--- src/rtl/gps_ack_pkg.sv ---
// Shared widths, lane record and FSM state for the gps_ack2 peak finder.
// The record struct is what each lane tracker exposes and what the output buffer stores.
package gps_ack_pkg;

    localparam int NUM_CH  = 8;
    localparam int SAT_W   = 6;
    localparam int INT_W   = 16;
    localparam int PHASE_W = 10;
    localparam int DOP_W   = 16;
    localparam int IDX_W   = $clog2(NUM_CH);

    typedef struct packed {
        logic [SAT_W-1:0]          sat;
        logic [INT_W-1:0]          peak;
        logic [PHASE_W-1:0]        phase;
        logic signed [DOP_W-1:0]   dopp;
    } lane_rec_t;

    typedef enum logic [1:0] {
        ST_COLLECT = 2'd0,
        ST_DRAIN   = 2'd1,
        ST_FINISH  = 2'd2
    } state_t;

endpackage

--- src/rtl/gps_ack_lane_peak.sv ---
// Single-lane max tracker: keeps the largest integrator seen and where it occurred.
// A clear and an update in the same cycle behave as clear-then-update.
import gps_ack_pkg::*;

module gps_ack_lane_peak (
    input  logic                      clk,
    input  logic                      rst,
    input  logic                      clr,
    input  logic                      upd,
    input  logic [SAT_W-1:0]          sat_in,
    input  logic [INT_W-1:0]          integ_in,
    input  logic [PHASE_W-1:0]        phase_in,
    input  logic signed [DOP_W-1:0]   dopp_in,
    output lane_rec_t                 rec
);

    lane_rec_t cur_q;
    lane_rec_t base;

    always_comb begin
        base = cur_q;
        if (clr) begin
            base.peak  = '0;
            base.phase = '0;
            base.dopp  = '0;
        end
    end

    // Strictly greater keeps the first occurrence on ties.
    always_ff @(posedge clk) begin
        if (!rst) begin
            cur_q <= '0;
        end else begin
            cur_q <= base;
            if (upd) begin
                cur_q.sat <= sat_in;
                if (integ_in > base.peak) begin
                    cur_q.peak  <= integ_in;
                    cur_q.phase <= phase_in;
                    cur_q.dopp  <= dopp_in;
                end
            end
        end
    end

    assign rec = cur_q;

endmodule

--- src/rtl/gps_ack_peak_finder.sv ---
// Per-lane peak tracking downstream of gps_ack2; each satellite block is snapshotted
// and streamed out as NUM_CH detection records.
import gps_ack_pkg::*;

module gps_ack_peak_finder (
    input  logic                       clk,
    input  logic                       rst,
    input  logic                       corr_complete,
    input  logic                       sat_block_complete,
    input  logic                       search_complete,
    input  logic [NUM_CH*SAT_W-1:0]    sat_in,
    input  logic [NUM_CH*INT_W-1:0]    integ_in,
    input  logic [PHASE_W-1:0]         code_phase,
    input  logic signed [DOP_W-1:0]    doppler_omega,
    input  logic [INT_W-1:0]           threshold,
    output logic                       res_valid,
    input  logic                       res_ready,
    output logic [SAT_W-1:0]           res_sat,
    output logic [INT_W-1:0]           res_peak,
    output logic [PHASE_W-1:0]         res_phase,
    output logic signed [DOP_W-1:0]    res_dopp,
    output logic                       res_detect,
    output logic                       res_last,
    output logic                       overrun,
    output logic                       done
);

    localparam logic [IDX_W-1:0] IDX_LAST = IDX_W'(NUM_CH - 1);

    logic      corr_q, blk_q, srch_q;
    logic      blk_ev_q, srch_ev_q;
    logic      corr_ev;
    logic      snap;
    state_t    state_q, state_d;
    logic [IDX_W-1:0] idx_q, idx_d;
    logic      pend_q, pend_d;
    lane_rec_t lane_rec [NUM_CH];
    lane_rec_t snap_buf [NUM_CH];
    lane_rec_t cur;

    // Correlation edges act immediately; block/search edges are registered so the
    // snapshot lands one cycle later and includes a coincident correlation result.
    assign corr_ev = corr_complete & ~corr_q;

    always_ff @(posedge clk) begin
        if (!rst) begin
            corr_q    <= 1'b0;
            blk_q     <= 1'b0;
            srch_q    <= 1'b0;
            blk_ev_q  <= 1'b0;
            srch_ev_q <= 1'b0;
        end else begin
            corr_q    <= corr_complete;
            blk_q     <= sat_block_complete;
            srch_q    <= search_complete;
            blk_ev_q  <= sat_block_complete & ~blk_q;
            srch_ev_q <= search_complete & ~srch_q;
        end
    end

    assign snap = blk_ev_q && (state_q != ST_DRAIN);

    for (genvar k = 0; k < NUM_CH; k++) begin : g_lane
        gps_ack_lane_peak u_lane (
            .clk      (clk),
            .rst      (rst),
            .clr      (snap),
            .upd      (corr_ev),
            .sat_in   (sat_in[k*SAT_W +: SAT_W]),
            .integ_in (integ_in[k*INT_W +: INT_W]),
            .phase_in (code_phase),
            .dopp_in  (doppler_omega),
            .rec      (lane_rec[k])
        );
    end

    always_ff @(posedge clk) begin
        if (!rst) begin
            for (int k = 0; k < NUM_CH; k++) snap_buf[k] <= '0;
        end else if (snap) begin
            for (int k = 0; k < NUM_CH; k++) snap_buf[k] <= lane_rec[k];
        end
    end

    always_ff @(posedge clk) begin
        if (!rst) begin
            overrun <= 1'b0;
        end else if (blk_ev_q && state_q == ST_DRAIN) begin
            overrun <= 1'b1;
        end
    end

    always_ff @(posedge clk) begin
        if (!rst) begin
            state_q <= ST_COLLECT;
            idx_q   <= '0;
            pend_q  <= 1'b0;
        end else begin
            state_q <= state_d;
            idx_q   <= idx_d;
            pend_q  <= pend_d;
        end
    end

    // res_valid/res_ready: a record transfers on a clk edge where both are high;
    // while res_valid is high and res_ready low, every res_* field holds its value.
    always_comb begin
        state_d   = state_q;
        idx_d     = idx_q;
        pend_d    = pend_q;
        res_valid = 1'b0;
        done      = 1'b0;
        cur       = '0;
        case (state_q)
            ST_COLLECT: begin
                if (snap) begin
                    state_d = ST_DRAIN;
                    idx_d   = '0;
                    pend_d  = srch_ev_q;
                end else if (srch_ev_q) begin
                    state_d = ST_FINISH;
                end
            end
            ST_DRAIN: begin
                res_valid = 1'b1;
                cur       = snap_buf[idx_q];
                if (srch_ev_q) pend_d = 1'b1;
                if (res_ready) begin
                    if (idx_q == IDX_LAST) begin
                        idx_d   = '0;
                        pend_d  = 1'b0;
                        state_d = (pend_q || srch_ev_q) ? ST_FINISH : ST_COLLECT;
                    end else begin
                        idx_d = idx_q + IDX_W'(1);
                    end
                end
            end
            ST_FINISH: begin
                done = 1'b1;
                if (snap) begin
                    state_d = ST_DRAIN;
                    idx_d   = '0;
                    pend_d  = srch_ev_q;
                end else begin
                    state_d = ST_COLLECT;
                end
            end
            default: state_d = ST_COLLECT;
        endcase
    end

    assign res_sat    = cur.sat;
    assign res_peak   = cur.peak;
    assign res_phase  = cur.phase;
    assign res_dopp   = cur.dopp;
    assign res_detect = res_valid && (cur.peak >= threshold);
    assign res_last   = (state_q == ST_DRAIN) && (idx_q == IDX_LAST);

endmodule
--- config.mk ---
export PLATFORM = sky130hd
export DESIGN_NAME = gps_ack_peak_finder
export DESIGN_NICKNAME = d
export VERILOG_FILES = /design/src/rtl/gps_ack_pkg.sv /design/src/rtl/gps_ack_lane_peak.sv /design/src/rtl/gps_ack_peak_finder.sv
export SDC_FILE = /design/constraint.sdc
export NUM_CORES = 2
export LEC_CHECK = 0
export CAP_MARGIN = 10
export CORE_UTILIZATION = 53
export CTS_CLUSTER_DIAMETER = 30
export CTS_CLUSTER_SIZE = 40
export DETAILED_ROUTE_END_ITERATION = 12
export PLACE_DENSITY = 0.77
export REMOVE_ABC_BUFFERS = 1
export SLEW_MARGIN = 10
export SYNTH_ARGS = -nofsm -noshare
export SYNTH_HDL_FRONTEND = slang
export SYNTH_SLANG_ARGS = --single-unit
--- constraint.sdc ---
create_clock -name clk -period 4.3 [get_ports clk]
set_input_delay 0.645 -clock clk [delete_from_list [all_inputs] [get_ports clk]]
set_output_delay 0.645 -clock clk [all_outputs]
set_load 0.1 [all_outputs]
==> flow_summary.toml <==
# flow metrics
[critical_path]
max_stage_delay_ns = 0.53
cpMostUsedCell = "buf_4"
end_kind = "output pin"
arrival_ns = 3.64
crit_slowest_cell = "mux4_2"
cp_data_required_time_ns = 3.65
worstSetupPathType = "reg2out"
cp_num_buf_inv = 4
start_kind = "register"
worst-r2r-setup-slack_ns = 0.44

[synthesis]
area_leaders = "edfxtp_1, dfxtp_1, mux4_2, ha_1, nand2_1"
logic_family = "simple AND/OR/NAND/NOR gates"
top_cells_by_count = "nand2_1, dfxtp_1, edfxtp_1, and3_1, mux2i_1"
synthAoiAreaFrac = 0.0792
yosysUniqueCellTypes = 49
ys_sh_simple = 0.156
most_common_cell = "nand2_1"
async_flop_share = 0
avgSynthCellArea_um2 = 11.7
syn_area_um2 = 34500
ys_sh_mux = 0.113
ys_area_um2 = 34500
ys_sh_adder = 0.0529
numSynthFlops = 783
edf_count = 384
ys_warn_count = 0
synth-xor-area-share = 0
top_area_frac = 0.334

[power_and_ir_drop]
power_mw = 22.0
swShare = 0.249
p_switching_mw = 5.49
power_density_nw_per_um2 = 513

[placement]
hpwlAfterDp_mm = 56.2

[sta]
finalCriticalPeriod_ns = 4.28
fin_crit_sh = 0.996
tightest_slew_ns = 1.29
grt_setup_unrepaired = "true"
setup_tns_ns = 0
hold_violations = 0
slew_headroom = 0.136

[routing]
drt_first_pass_iters = 5
drc = 0
vias_per_cell = 6.02
first_iter_violations = 2467

[global_routing]
grt_pass1_vias = 25400
overflow = 0
grt_pass1_wl_mm = 144

[outcome]
status = "finished, final reports clean"

[floorplan]
ios = 277
fp_util = 0.536

[clock_tree]
clock-sinks = 783
clk_pin_slew_ns = 0.05
cts_tree = "done"
cts_root_buf = "clkbuf_16"
cts_buffers = 141

[job]
warning_count = 40
max_cap_viol_count = 0

[final_layout]
antenna-diode-count = 0
area_growth_pct = 24.3
layout.nets = 3565
layout.cells.non_filler = 4171
seq_area_um2 = 19500
comb_area_um2 = 14000

[min_path]
hp-class = "reg2reg"
[metrics by stage]
step / instance area, µm² / worst slack (ns) / hold slack (ns)
2_1_floorplan: 33500 / -5.72 / 0.367
3_3_place_gp: 37800 / 0.431 / 0.379
3_5_place_dp: 37800 / 0.394 / 0.374
4_1_cts: 42900 / 0.00789 / 0.379
5_1_grt: 42900 / -0.0714 / 0.389
6_report: 42900 / 0.0174 / 0.380
[flip-flops by register name (all words and copies together) (netlist names), named ones only]
register and cells:
srch_ev_q 1, g_lane.u_lane.rec 384, idx_q 3, snap_buf 384, blk_ev_q 1, srch_q 1, pend_q 1, overrun 1
state_q 2, corr_q 1, blk_q 1
[logic make-up after synthesis]
family | after synthesis
buffers and inverters | 264
adder cells (fa/ha/maj) | 146
flip-flops | 783
AND/OR/NAND/NOR | 1097
AND-OR/OR-AND | 400
multiplexers | 270
[final cells by class]
class	count	area share
inverter	34	0.00335
timing repair buffer	322	0.0743
tap	855	0.0249
sequential	783	0.455
clock inverter	99	0.0293
multi-input combinational	1913	0.326
clock buffer	165	0.0874
[placed cells by master (no fill, tap or decap), types with 7 or more instances in the layout]
cell type and n:
nand2_1 485, dfxtp_1 396, edfxtp_1 384, and3_1 288, clkdlybuf4s50_1 224, mux2i_1 173, ha_1 146, clkbuf_16 143
a21oi_1 112, and2_1 109, o21ai_0 101, nand3_1 100, mux4_2 96, buf_4 79, o2bb2ai_1 78, nor2_1 62
a32o_1 48, inv_1 31, a21o_1 19, bufinv_16 18, nand4_1 17, inv_6 15, clkinvlp_4 15, clkinv_2 14
clkinv_1 13, clkbuf_1 13, buf_12 13, clkinv_4 12, clkbuf_8 9, nand2b_1 8, nor4_1 8, nor2b_1 7
[layer usage]
layer  vias up  share of wire  track usage
li1      11400              -            -
met1     12400           0.40        0.362
met2      1136           0.48        0.456
met3       216          0.079       0.0586
met4         4          0.038        0.130
met5         -        0.00028            0
[worst paths after layout]
path,start,to,depth (start not counted)
setup reg to reg,state_q[0],g_lane[5].u_lane.rec[7],13
hold / removal,srch_q,srch_ev_q,1
hold reg to reg,srch_q,srch_ev_q,1
setup / recovery,register,res_detect,13
[power by group through the flow]
stage | clock network (mW) | registers, mW | logic [mW]
floorplan | 0 | 8.60 | 1.11
global placement | 0 | 8.63 | 1.87
detailed placement | 0 | 8.66 | 1.94
CTS | 11.6 | 8.52 | 1.97
global route | 11.9 | 8.56 | 2.12
finish | 11.5 | 8.52 | 1.98
[what timing repair did]
action	in CTS	in global routing
pin swaps	1	5
gates resized	7	6
endpoints found under the setup margin	2	1
cloned	0	0
setup buffers	5	1
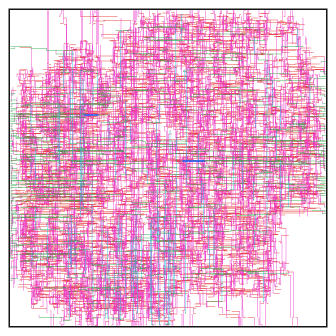
**Above:** signal wires by layer.
| layer | color | wire length |
|---|---|---|
| M2 | magenta | 44.9 mm |
| M3 | green | 7390 µm |
| M1 | red | 37.6 mm |
| M4 | cyan | 3570 µm |
| M5 | blue | 26.7 µm |
Total GRT Usage: 0.281
Wirelength per Cell: 22.4 µm
WL final: 93.5 mm
vias: 25100

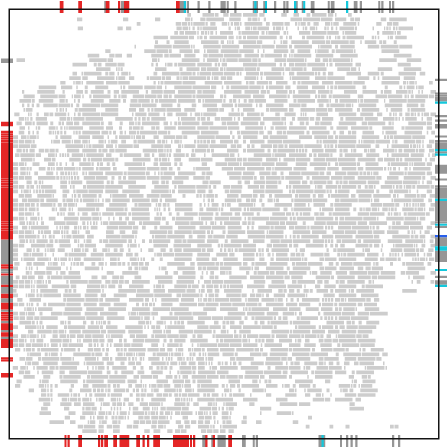
**Above:** pin placement.
Pins as bars across the die edge, other pins in gray.
| port | color | pins | direction | edge |
|---|---|---|---|---|
| res_dopp | cyan | 16 | output | 9 east, 6 north, 1 south |
| integ_in | red | 128 | input | 76 west, 40 south, 12 north |
| res_valid | blue | 1 | output | east |
all pins by edge: 104 west, 62 south, 59 east, 52 north
PortBufs: 276
Die Height: 257 µm
Die Wd: 257 µm

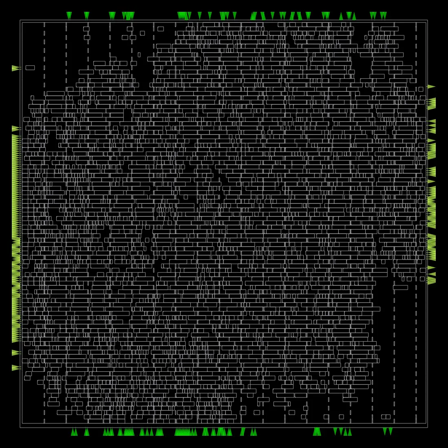
**Above:** cell outlines without signal wires.
fraction of area in registers: 0.455
Fillers: 4582
Tapcells: 855

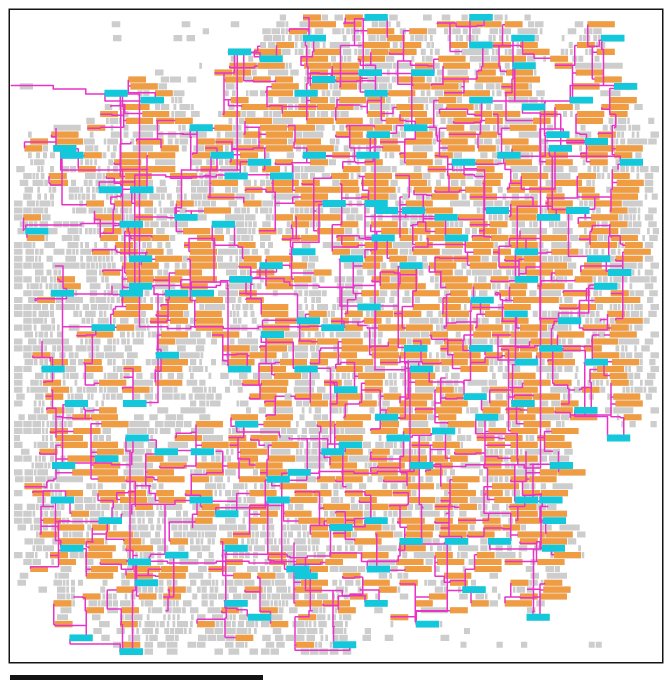
**Above:** clock distribution.
The bar under the picture is 100 µm long.
[clock-net drivers] cyan | count: 141
[clock wires] magenta | length: 10100 µm
[flip-flops] orange | count: 783
flops lie: widely spread
Layout Skew: 0.0318 ns
Clk pwr share: 0.523
Worst-Skew Late Latency: 0.73 ns
Clock group: 11.5 mW

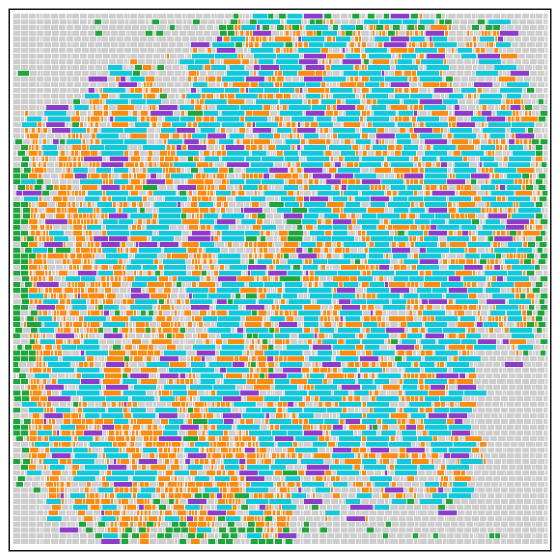
**Above:** placement by cell class.
Fill, decap, tap and diode cells in gray.
| class | color | cells |
|---|---|---|
| remaining buffers and delay cells | green | 322 |
| remaining logic cells | orange | 1947 |
| sequential cells | cyan | 783 |
| clock drivers and dummy loads | purple | 264 |
Cell Rows: 93
Core ar.: 64500 µm²
final core occ: 0.666
final instance area: 42900 µm²

Power figures rest on the tool's default switching activity, not on a simulated workload.
